Design serial_add_seq, sky130hd; sources not shown.
Fig. 1: signal wires on met1
Bar = 20 µm. Supply wires on this layer in grey.
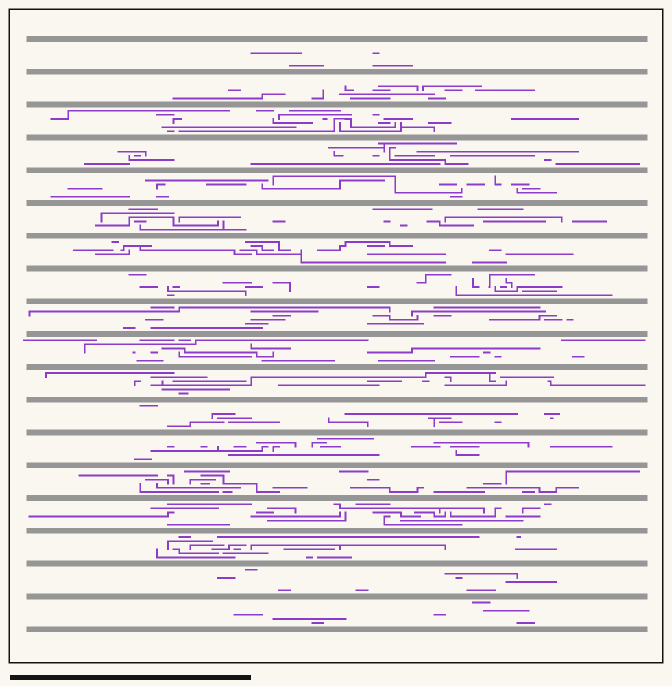
main direction: horizontal
longest straight run: 21.6 µm
nets with wire on the layer: 132
wire length on this layer: 1140 µm
wire length reported by the detailed router: 2190 µm
met1 global-route usage: 26.4%
total via count in the routed design: 838

Fig. 2: met2 routing
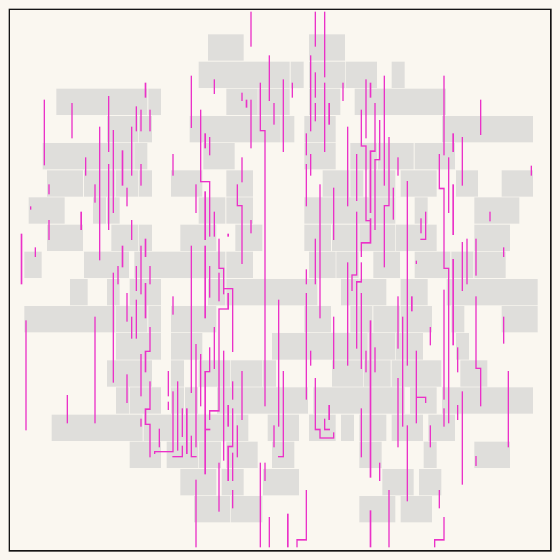
share of all routed wire: 42%
nets with wire on the layer: 122
met2 GRT Util: 25.7%

Fig. 3: metal 3
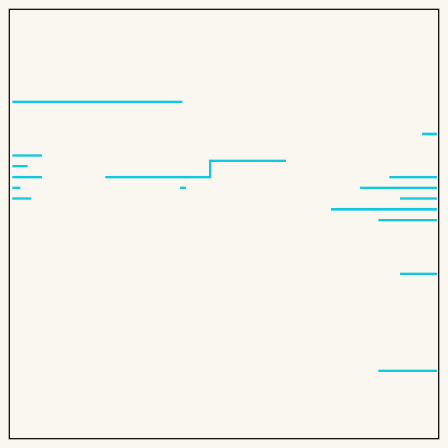
share of all routed wire: 5.0%
nets with wire on the layer: 15
longest straight run: 21.2 µm
main direction: horizontal
wire length on this layer: 110 µm
Global Route met3 Usage: 6.21%

==> deck_impl_summary.md <==
Flow Results at a Glance

Outcome
  • Result of the run: completed

Worst setup path
  • R2R Setup Slk: 0.33 ns
  • Data arrival time of the critical path: 1.44 ns
  • Data required time at the worst endpoint: 1.52 ns
  • Critical setup path kind: reg2out
  • Crit-path max FO: 7
  • Type of origin of the critical path: register
  • Depth of the most critical reg-to-reg path: 5

Clock tree
  • CTS hold repair buffers: 0
  • Clk Latency, worst-skew pair: 0.30 ns
  • Clock root buffer master: clkbuf_4
  • TritonCTS sink count: 17
  • Clock tree buffer depth: 2

Die
  • Chip footprint: 2930 µm²
  • Horizontal die dimension: 54.1 µm
  • Top Ports: 25
  • Core Region: 2520 µm²

Cells and area
  • Post-Layout Cell Count: 164
  • Ratio of cells with drive above 1 in the final layout: 23.9%
  • Flip-flop and latch area: 427 µm²
  • Layout fillers: 245
  • Net count, final: 153
  • Number of flip-flops under the largest register name: 5

Yosys
  • Cell Type Count: 23
  • Async SR Flop Fraction: 100%
  • Commonest flop: dfrtp_1
  • Number of cell instances after yosys synthesis: 94
  • Top cells by count, synth: 17 x dfrtp_1, 15 x inv_1, 7 x and2_1, 7 x nand2_1
  • Cell with the most instances after synthesis: dfrtp_1

GRT
  • Wire length of the first global-routing pass: 3730 µm
  • Antenna violations before repair: 0
  • Largest net degree at the start of global routing: 18
  • Number of global-route vias before repair: 805

Timing
  • Worst hold margin: 0.431 ns
  • Number of slew-limit violations in the final report: 0
  • Tmin final: 1.82 ns
  • Maximum achievable frequency: 549 MHz

Routing
  • Routed length per placed instance: 13.3 µm
  • Count of nets left with antenna violations after detail routing: 0
  • Met1 Routed Length: 1140 µm
  • TritonRoute pass-1 iters: 4

Placement
  • # placed instances: 156
  • HPWL reported at the end of detailed placement: 1580 µm

Job
  • OpenROAD warnings: 29

Worst hold path
  • Hold/Removal Path Class: in2async

Pwr
  • Power density relative to cell area: 1410 nW/µm²
==> layout make-up <==
cell class / count / share of cell area [%]
multi-input cells: 56 / 32.9
clock buffers: 3 / 1.67
clock inverters: 1 / 0.371
flip-flops and latches: 17 / 31.6
repair buffers: 41 / 26.2
well taps: 30 / 2.78
inverters: 16 / 4.45
==> logic make-up (layout without fill, tap and decap cells) <==
group,count (synthesis),after routing,share of synthesized area (%)
simple gates,33,33,22.8
buf+inv,21,61,9.75
compound gates,19,19,17.4
flops,17,17,44.8
fa+ha+maj,4,4,5.27
==> report_power, final <==
part / total, W / leakage, nW / internal, W / switching [W]
sequential: 0.000630 / 0.210 / 0.000523 / 0.000107
combinational: 0.00106 / 0.414 / 0.000582 / 0.000482
clock: 0.000203 / 0.0177 / 0.0000785 / 0.000125
total: 0.00190 / 0.642 / 0.00118 / 0.000714
==> worst max-delay path, cell delays in order, from the launching register on <==
cell	delay, ns
dfrtp_2	0.45
nor2b_1	0.14
buf_4	0.15
and2_1	0.14
dlygate4sd2_1	0.27
==> cells in the final DEF (no fill, tap or decap), drive strengths merged, types with 2 or more instances in the layout <==
master and count:
or2 2, o211ai 2, dfrtp 17, and2 7, nor2b 2, buf 19, nor4b 4, ha 4
inv 16, a22o 3, clkbuf 3, o221a 2, nand4b 5, nand3b 2, nor2 2, o221ai 5
clkdlybuf4s15 2, clkdlybuf4s50 13, or4b 2, dlygate4sd2 6, a221oi 4, nand2 7
==> timing repair <==
action	4_1_cts	5_1_grt
endpoints found under the setup margin	11	7
gates resized	19	5
buffers inserted	4	0
==> stage by stage <==
step / util, % / total power (W)
4_1_cts: 53.1 / 0.00191
6_report: 53.5 / 0.00190
2_1_floorplan: - / 0.00124
3_3_place_gp: 51.2 / 0.00165
5_1_grt: 53.5 / 0.00207
3_5_place_dp: 51.2 / 0.00167
Power figures rest on the tool's default switching activity, not on a simulated workload.
